[config.mk]
export PLATFORM = sky130hd
export DESIGN_NAME = example_split_flat
export DESIGN_NICKNAME = d
export VERILOG_FILES = /design/src/rtl/example_split_pkg.sv /design/src/rtl/example_split_if.sv /design/src/rtl/example_split_fifo.sv /design/src/rtl/example_split.sv /design/src/flat_wrapper.sv
export SDC_FILE = /design/constraint.sdc
export NUM_CORES = 1
export LEC_CHECK = 0
export ABC_CLOCK_PERIOD_IN_PS = 7000
export CORE_MARGIN = 1.5
export CORE_UTILIZATION = 52
export DETAILED_ROUTE_END_ITERATION = 8
export PLACE_DENSITY = 0.84
export SYNTH_ARGS = -nofsm -noshare
export SYNTH_HDL_FRONTEND = slang
export SYNTH_SLANG_ARGS = --single-unit
export TNS_END_PERCENT = 20
[constraint.sdc]
create_clock -name aclk -period 7 [get_ports aclk]
set_input_delay 1.4 -clock aclk [delete_from_list [all_inputs] [get_ports aclk]]
set_output_delay 1.4 -clock aclk [all_outputs]
set_load 0.1 [all_outputs]
[src/rtl/example_split_pkg.sv]
// Shared types and width helpers for the example_split AXI4-Stream splitter.
package example_split_pkg;

  localparam int unsigned TDATA_WIDTH_BYTES_DFLT = 4;
  localparam int unsigned FIFO_DEPTH_DFLT        = 2;

  // Ceiling log2, constant-evaluable for parameter derivation.
  function automatic int unsigned clog2(input int unsigned value);
    int unsigned r;
    r = 0;
    for (int unsigned i = 0; i < 32; i++) begin
      if ((64'd1 << i) < 64'(value)) r = i + 1;
    end
    return r;
  endfunction

  function automatic int unsigned data_width(input int unsigned bytes);
    return 8 * bytes;
  endfunction

  localparam int unsigned FIFO_CNT_W = clog2(FIFO_DEPTH_DFLT) + 1;
  typedef logic [FIFO_CNT_W-1:0] fifo_cnt_t;

endpackage

[src/rtl/example_split_if.sv]
// Stream bundle for example_split: one wide input stream and two half-width outputs.
interface example_split_if #(
  parameter int unsigned TDATA_WIDTH_BYTES = example_split_pkg::TDATA_WIDTH_BYTES_DFLT
);
  import example_split_pkg::*;

  localparam int unsigned DW = data_width(TDATA_WIDTH_BYTES);

  logic            s_axis_tvalid;
  logic            s_axis_tready;
  logic [2*DW-1:0] s_axis_tdata;
  logic            m_axis_a_tvalid;
  logic            m_axis_a_tready;
  logic [DW-1:0]   m_axis_a_tdata;
  logic            m_axis_b_tvalid;
  logic            m_axis_b_tready;
  logic [DW-1:0]   m_axis_b_tdata;

  // Splitter side of the bundle.
  modport slave (
    input  s_axis_tvalid, s_axis_tdata, m_axis_a_tready, m_axis_b_tready,
    output s_axis_tready, m_axis_a_tvalid, m_axis_a_tdata, m_axis_b_tvalid, m_axis_b_tdata
  );

  // Environment side: drives the input stream and consumes both outputs.
  modport master (
    output s_axis_tvalid, s_axis_tdata, m_axis_a_tready, m_axis_b_tready,
    input  s_axis_tready, m_axis_a_tvalid, m_axis_a_tdata, m_axis_b_tvalid, m_axis_b_tdata
  );

endinterface

[src/rtl/example_split_fifo.sv]
// Synchronous FIFO with registered full/empty flags; head is the oldest entry.
module example_split_fifo
  import example_split_pkg::*;
#(
  parameter int unsigned WIDTH = 32,
  parameter int unsigned DEPTH = FIFO_DEPTH_DFLT
) (
  input  logic             clk,
  input  logic             rst_n,
  input  logic             push_i,
  input  logic [WIDTH-1:0] data_i,
  input  logic             pop_i,
  output logic             full_o,
  output logic             empty_o,
  output logic [WIDTH-1:0] head_o
);

  localparam int unsigned PTR_W = clog2(DEPTH);
  localparam int unsigned CNT_W = PTR_W + 1;

  logic [WIDTH-1:0] mem_q [DEPTH];
  logic [PTR_W-1:0] wr_ptr_q, wr_ptr_d;
  logic [PTR_W-1:0] rd_ptr_q, rd_ptr_d;
  logic [CNT_W-1:0] count_q, count_d;
  logic             full_q, full_d;
  logic             empty_q, empty_d;
  logic             do_push, do_pop;

  // Pointers wrap naturally because DEPTH is a power of two.
  always_comb begin
    do_push  = push_i && !full_q;
    do_pop   = pop_i && !empty_q;
    wr_ptr_d = wr_ptr_q;
    rd_ptr_d = rd_ptr_q;
    count_d  = count_q;
    if (do_push) wr_ptr_d = wr_ptr_q + PTR_W'(1);
    if (do_pop)  rd_ptr_d = rd_ptr_q + PTR_W'(1);
    case ({do_push, do_pop})
      2'b10:   count_d = count_q + CNT_W'(1);
      2'b01:   count_d = count_q - CNT_W'(1);
      default: count_d = count_q;
    endcase
    full_d  = (count_d == CNT_W'(DEPTH));
    empty_d = (count_d == '0);
  end

  always_ff @(posedge clk or negedge rst_n) begin
    if (!rst_n) begin
      wr_ptr_q <= '0;
      rd_ptr_q <= '0;
      count_q  <= '0;
      full_q   <= 1'b0;
      empty_q  <= 1'b1;
    end else begin
      wr_ptr_q <= wr_ptr_d;
      rd_ptr_q <= rd_ptr_d;
      count_q  <= count_d;
      full_q   <= full_d;
      empty_q  <= empty_d;
    end
  end

  // Storage carries no reset; contents are only observed behind empty_o.
  always_ff @(posedge clk) begin
    if (do_push) mem_q[wr_ptr_q] <= data_i;
  end

  assign full_o  = full_q;
  assign empty_o = empty_q;
  assign head_o  = mem_q[rd_ptr_q];

endmodule

[src/rtl/example_split.sv]
// AXI4-Stream splitter: low half of each input beat to stream A, high half to stream B.
// Define EXAMPLE_SPLIT_STATS_EN to add beat_count/stall_count ports.
module example_split
  import example_split_pkg::*;
#(
  parameter int unsigned TDATA_WIDTH_BYTES = TDATA_WIDTH_BYTES_DFLT,
  parameter int unsigned FIFO_DEPTH        = FIFO_DEPTH_DFLT
) (
  input  logic            aclk,
  input  logic            resetn,
  example_split_if.slave  bus
`ifdef EXAMPLE_SPLIT_STATS_EN
  ,
  output logic [31:0]     beat_count,
  output logic [31:0]     stall_count
`endif
);

  localparam int unsigned DW = data_width(TDATA_WIDTH_BYTES);

  logic ready_en_q;
  logic full_a, full_b, empty_a, empty_b;
  logic s_ready, push;

  // Holds tready low during reset and releases it on the first edge afterwards.
  always_ff @(posedge aclk or negedge resetn) begin
    if (!resetn) ready_en_q <= 1'b0;
    else         ready_en_q <= 1'b1;
  end

  assign s_ready           = ready_en_q && !full_a && !full_b;
  assign push              = bus.s_axis_tvalid && s_ready;
  assign bus.s_axis_tready = s_ready;
  assign bus.m_axis_a_tvalid = !empty_a;
  assign bus.m_axis_b_tvalid = !empty_b;

  example_split_fifo #(.WIDTH(DW), .DEPTH(FIFO_DEPTH)) u_fifo_a (
    .clk     (aclk),
    .rst_n   (resetn),
    .push_i  (push),
    .data_i  (bus.s_axis_tdata[DW-1:0]),
    .pop_i   (bus.m_axis_a_tready),
    .full_o  (full_a),
    .empty_o (empty_a),
    .head_o  (bus.m_axis_a_tdata)
  );

  example_split_fifo #(.WIDTH(DW), .DEPTH(FIFO_DEPTH)) u_fifo_b (
    .clk     (aclk),
    .rst_n   (resetn),
    .push_i  (push),
    .data_i  (bus.s_axis_tdata[2*DW-1:DW]),
    .pop_i   (bus.m_axis_b_tready),
    .full_o  (full_b),
    .empty_o (empty_b),
    .head_o  (bus.m_axis_b_tdata)
  );

`ifdef EXAMPLE_SPLIT_STATS_EN
  logic [31:0] beat_count_q, beat_count_d;
  logic [31:0] stall_count_q, stall_count_d;

  // Beat count wraps; stall count saturates.
  always_comb begin
    beat_count_d  = beat_count_q;
    stall_count_d = stall_count_q;
    if (push) beat_count_d = beat_count_q + 32'd1;
    if (bus.s_axis_tvalid && !s_ready && (stall_count_q != '1))
      stall_count_d = stall_count_q + 32'd1;
  end

  always_ff @(posedge aclk or negedge resetn) begin
    if (!resetn) begin
      beat_count_q  <= '0;
      stall_count_q <= '0;
    end else begin
      beat_count_q  <= beat_count_d;
      stall_count_q <= stall_count_d;
    end
  end

  assign beat_count  = beat_count_q;
  assign stall_count = stall_count_q;
`endif

endmodule
[src/flat_wrapper.sv]
// flat-port wrapper written by rule: the top's interface ports become plain ports
module example_split_flat import example_split_pkg::*;
#(
  parameter int unsigned TDATA_WIDTH_BYTES = TDATA_WIDTH_BYTES_DFLT,
  parameter int unsigned FIFO_DEPTH        = FIFO_DEPTH_DFLT
)
  (aclk, resetn, bus_s_axis_tvalid, bus_s_axis_tdata, bus_m_axis_a_tready, bus_m_axis_b_tready, bus_s_axis_tready, bus_m_axis_a_tvalid, bus_m_axis_a_tdata, bus_m_axis_b_tvalid, bus_m_axis_b_tdata);
  example_split_if #(.TDATA_WIDTH_BYTES(TDATA_WIDTH_BYTES)) bus_i ();
  input  logic aclk;
  input  logic resetn;
  input wire logic [$bits(bus_i.s_axis_tvalid)-1:0] bus_s_axis_tvalid;
  input wire logic [$bits(bus_i.s_axis_tdata)-1:0] bus_s_axis_tdata;
  input wire logic [$bits(bus_i.m_axis_a_tready)-1:0] bus_m_axis_a_tready;
  input wire logic [$bits(bus_i.m_axis_b_tready)-1:0] bus_m_axis_b_tready;
  output wire logic [$bits(bus_i.s_axis_tready)-1:0] bus_s_axis_tready;
  output wire logic [$bits(bus_i.m_axis_a_tvalid)-1:0] bus_m_axis_a_tvalid;
  output wire logic [$bits(bus_i.m_axis_a_tdata)-1:0] bus_m_axis_a_tdata;
  output wire logic [$bits(bus_i.m_axis_b_tvalid)-1:0] bus_m_axis_b_tvalid;
  output wire logic [$bits(bus_i.m_axis_b_tdata)-1:0] bus_m_axis_b_tdata;
  assign bus_i.s_axis_tvalid = bus_s_axis_tvalid;
  assign bus_i.s_axis_tdata = bus_s_axis_tdata;
  assign bus_i.m_axis_a_tready = bus_m_axis_a_tready;
  assign bus_i.m_axis_b_tready = bus_m_axis_b_tready;
  assign bus_s_axis_tready = bus_i.s_axis_tready;
  assign bus_m_axis_a_tvalid = bus_i.m_axis_a_tvalid;
  assign bus_m_axis_a_tdata = bus_i.m_axis_a_tdata;
  assign bus_m_axis_b_tvalid = bus_i.m_axis_b_tvalid;
  assign bus_m_axis_b_tdata = bus_i.m_axis_b_tdata;
  example_split #(.TDATA_WIDTH_BYTES(TDATA_WIDTH_BYTES), .FIFO_DEPTH(FIFO_DEPTH)) u_core (.aclk(aclk), .resetn(resetn), .bus(bus_i));
endmodule
==> Changelog: implementation <==
## Flow update

* Status: completed
* Crit path kind: flip-flop to primary output
* FF-to-FF End: u_core.u_fifo_b.mem_q[0][25]$_DFFE_PP_
* Yosys cell count at roughly 250
* Busiest grt layer: met2
* Core footprint at 9819 µm²
* Biggest registers after layout: u_core.u_fifo_a.mem_q (64), u_core.u_fifo_b.mem_q (64)
* Ys flops at roughly 140
* Critical path capture point type: primary output
* TNS Setup at 0 ns
* Hold Startpoint: u_core.u_fifo_a.wr_ptr_q$_DFFE_PN0P_
* Distinct cells, synth at 24
* Final Hold Fails at 0
* Tally of OpenROAD warnings at 26
* Max-Cap Viols at 0
* Top Layout Cells: 135 x clkdlybuf4s50_1, 128 x edfxtp_1, 59 x mux2_2
* Routability Congestion at around 0.78
* Seq share, synth at 0.7895
* Crit path depth at 3
* Clock transition at path regs at 0.06 ns
* Boundary Pins at 136
* Most numerous cell in the Yosys netlist: edfxtp_1
* Max frequency at 228.7 MHz
* Hold Path Depth at 1
* Layout Nets at 476
* Worst setup margin at 2.628 ns
* Worst Reg-to-Reg Cells at 3
* Slowest CP cell: clkdlybuf4s50_1
* GR Overflow Total at 0
* Total die size at 10,770 µm²
* Post-Place Setup Slack at 3.155 ns
* Minimum clock period at around 4.4 ns
* Synth Cell Area at 5284 µm²
* Worst path max stage delay at 0.98 ns
* Hold-fix buffers, CTS at 0
* Mux area share at 0.1392
* Avg Cell Area, Syn at 20.80 µm²
* Met1 Usage GRT at 0.2217
* WHS Endpoint: u_core.u_fifo_a.wr_ptr_q$_DFFE_PN0P_
* N_diodes at 0
* Crit path DRT at 5.60 ns
* Post-synth EDFFs at 128
* Post-CTS setup buffer count at 0
* Worst slack on hold paths at 0.5149 ns
* Arrival @ worst endpoint at 2.97 ns
* Post-route clock skew at approximately 0.008 ns
* Fin crit share at 0.6246
* H-tree Lvls at 4
* Slew HR at 0.3093
* Crit path to: bus_m_axis_a_tdata[4]
* Adder share at 0.004736
* Met2 Resource Use GR at 0.3207
* First-pass GRT wire length at 15,260 µm
* Post-cts sizing count at 0
* Syn nets at 325
* Synth Instances at 254
* Final Max Tran Viols at 0
* Residual DRC count at 0
* Gr usage total at 0.1900
* Bufs and invs on worst path at 2
* Latency at later pin at 0.51 ns
* Crit-path max FO at 20
* Final setup fails at 0
* M1 WL at 3845 µm
* Top non-seq family: multiplexers
* RSZ-0062 raised after global routing: no
* Met3 GRT Util at 0.05349
* Worst slew pin tran at 1.033 ns
* Critical path origin: u_core.u_fifo_a.rd_ptr_q$_DFFE_PN0P_
* Max-area cell share at 0.7274
* Initial antenna violation count at 0
* R2r setup slk at 5.02 ns
* Yosys warns at 0
* Cells along the critical path: buf_4 > mux2_2 > clkdlybuf4s50_1
* Final HPWL DP at 6368 µm
* Top FF cell, synth: edfxtp_1
* Setup crit start kind: flip-flop
* Async SR Flop Fraction at 0.09220
* Synth cell count leaders: 128 x edfxtp_1, 59 x mux2_2, 11 x dfrtp_1
* Worst hold-check path type: flip-flop to flip-flop
* Vias in the first global route at 2,810
* Initial Util at 0.5381
* Yosys aoi share at 0.004736
* CTS tree: done
* DR WL/cell at 17.67 µm
* Synth area leaders: edfxtp_1 73%, mux2_2 13%, dfrtp_1 5.2%
* Largest net degree at the start of global routing at 34
* DR vias/cell at 4.984
* First drt pass iteration count at 4
* Routed Antenna Nets at 0
* WL met2 at around 5300 µm
* First-iteration detailed-routing DRC count at 93
* Top routing layer used: met4
* Syn-to-layout area delta at 39.92%
* Fillers at between 600 and 700
* Fin util at 0.7529
* DR vias at 2,746
* Sink Count at 141
* Post-Route WL at roughly 9700 µm
* Reg2Reg Launch Point: u_core.u_fifo_a.full_o$_DFF_PN0_
* XORs/XNORs by Area at 0.01989
* Layout cells sized above 1 at 0.2512
* FP Rows at 36
* Bufs on Longest Clock Path at 2
* CP delay by family, top: buffers and inverters
* YS chip area at 5284 µm²
* Synth area leader: edfxtp_1
* Met3 WL at 362 µm
* Clk root buf: clkbuf_8
* Simple share at 0.02273
worst register-to-register path, delay by kind of cell (launching register included):
kind / cells / cell delay, ns
simple gates: 3 / 1.19
flops: 1 / 0.39
metrics by stage:
stage	cells	instance area, µm²
2_1_floorplan	254	5284
3_3_place_gp	519	6759
3_5_place_dp	519	6759
4_1_cts	551	7393
5_1_grt	551	7393
6_report	551	7393
area by class of cell:
| class | instances | area (µm²) | area share |
|---|---|---|---|
| Inverter | 2 | 7.507 | 0.001015 |
| Clock inverter | 15 | 220.2 | 0.02979 |
| Tap cell | 133 | 166.4 | 0.02251 |
| Sequential cell | 141 | 4172 | 0.5642 |
| Clock buffer | 17 | 414.1 | 0.05602 |
| Multi-Input combinational cell | 103 | 1025 | 0.1386 |
| Timing Repair Buffer | 140 | 1389 | 0.1878 |
==> images/io_placement.png <==
The bar under the picture is 20 µm long. Pins as bars across the die edge, other pins in grey.
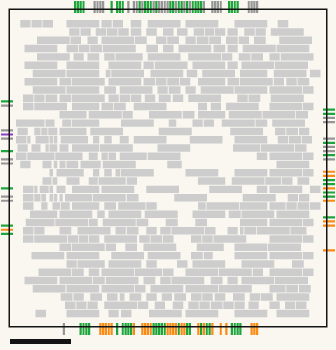
[`bus_s_axis_tdata`] green | pins: 64 | direction: input | edge: 26 top, 24 bottom, 9 right, 5 left
[`bus_m_axis_a_tready`] purple | pins: 1 | direction: input | edge: left
[`bus_m_axis_b_tdata`] orange | pins: 32 | direction: output | edge: 24 bottom, 7 right, 1 left
all pins by edge: 51 top, 49 bottom, 22 right, 14 left
chip height: 103.8 µm
die width: 103.8 µm
# port buffers: 135

==> images/clocks.png <==
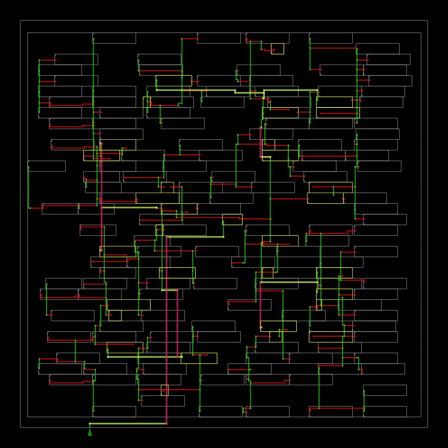
clkbuf count: 17
Num CTS Buffers: 17

==> images/logic_types.png <==
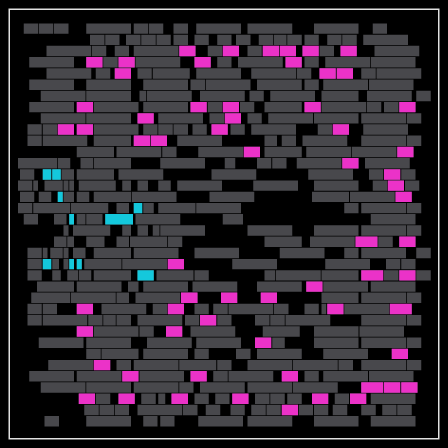
[mux cells] magenta | cells: 64 | where: widely spread
[nor cells] cyan | cells: 10 | where: left middle
final cell count without fillers: 551
Comb area share: 0.1386
Top cell excl fill/tap: clkdlybuf4s50_1

==> images/detail.png <==
The bar under the picture is 5 µm long. Window x 42 to 62, y 63 to 83 µm. Cells in grey, sequential cells in the stronger grey; small squares are vias.
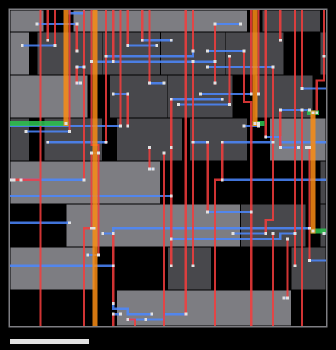
[metal 3] green
[metal 2] red
[metal 1] blue
[metal 4] orange
cells with their middle in the window: 18
netlist names of flops here include: `u_core.u_fifo_a.mem_q` (4)
most frequent: clkdlybuf4s50_1 (8), mux2_2 (5), edfxtp_1 (4)
sequential cells in the window: 4

==> images/metal_density.png <==
21 x 21 tiles, from white (low) to dark blue (high), scaled to the fullest tile. Values are wire area over tile area, all layers added.
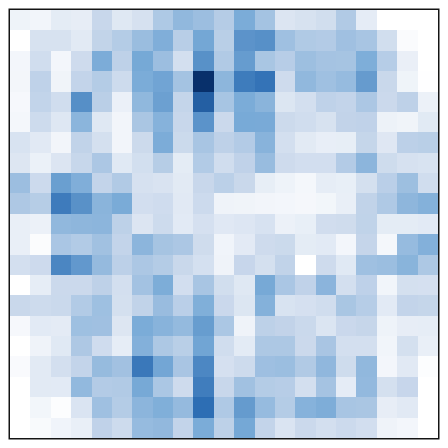
mean over tiles: 0.14
fullest tile: 0.53
tiles over half the peak: 7.3%
nearly empty tiles: 4.3%
densest ninth of the die: top middle

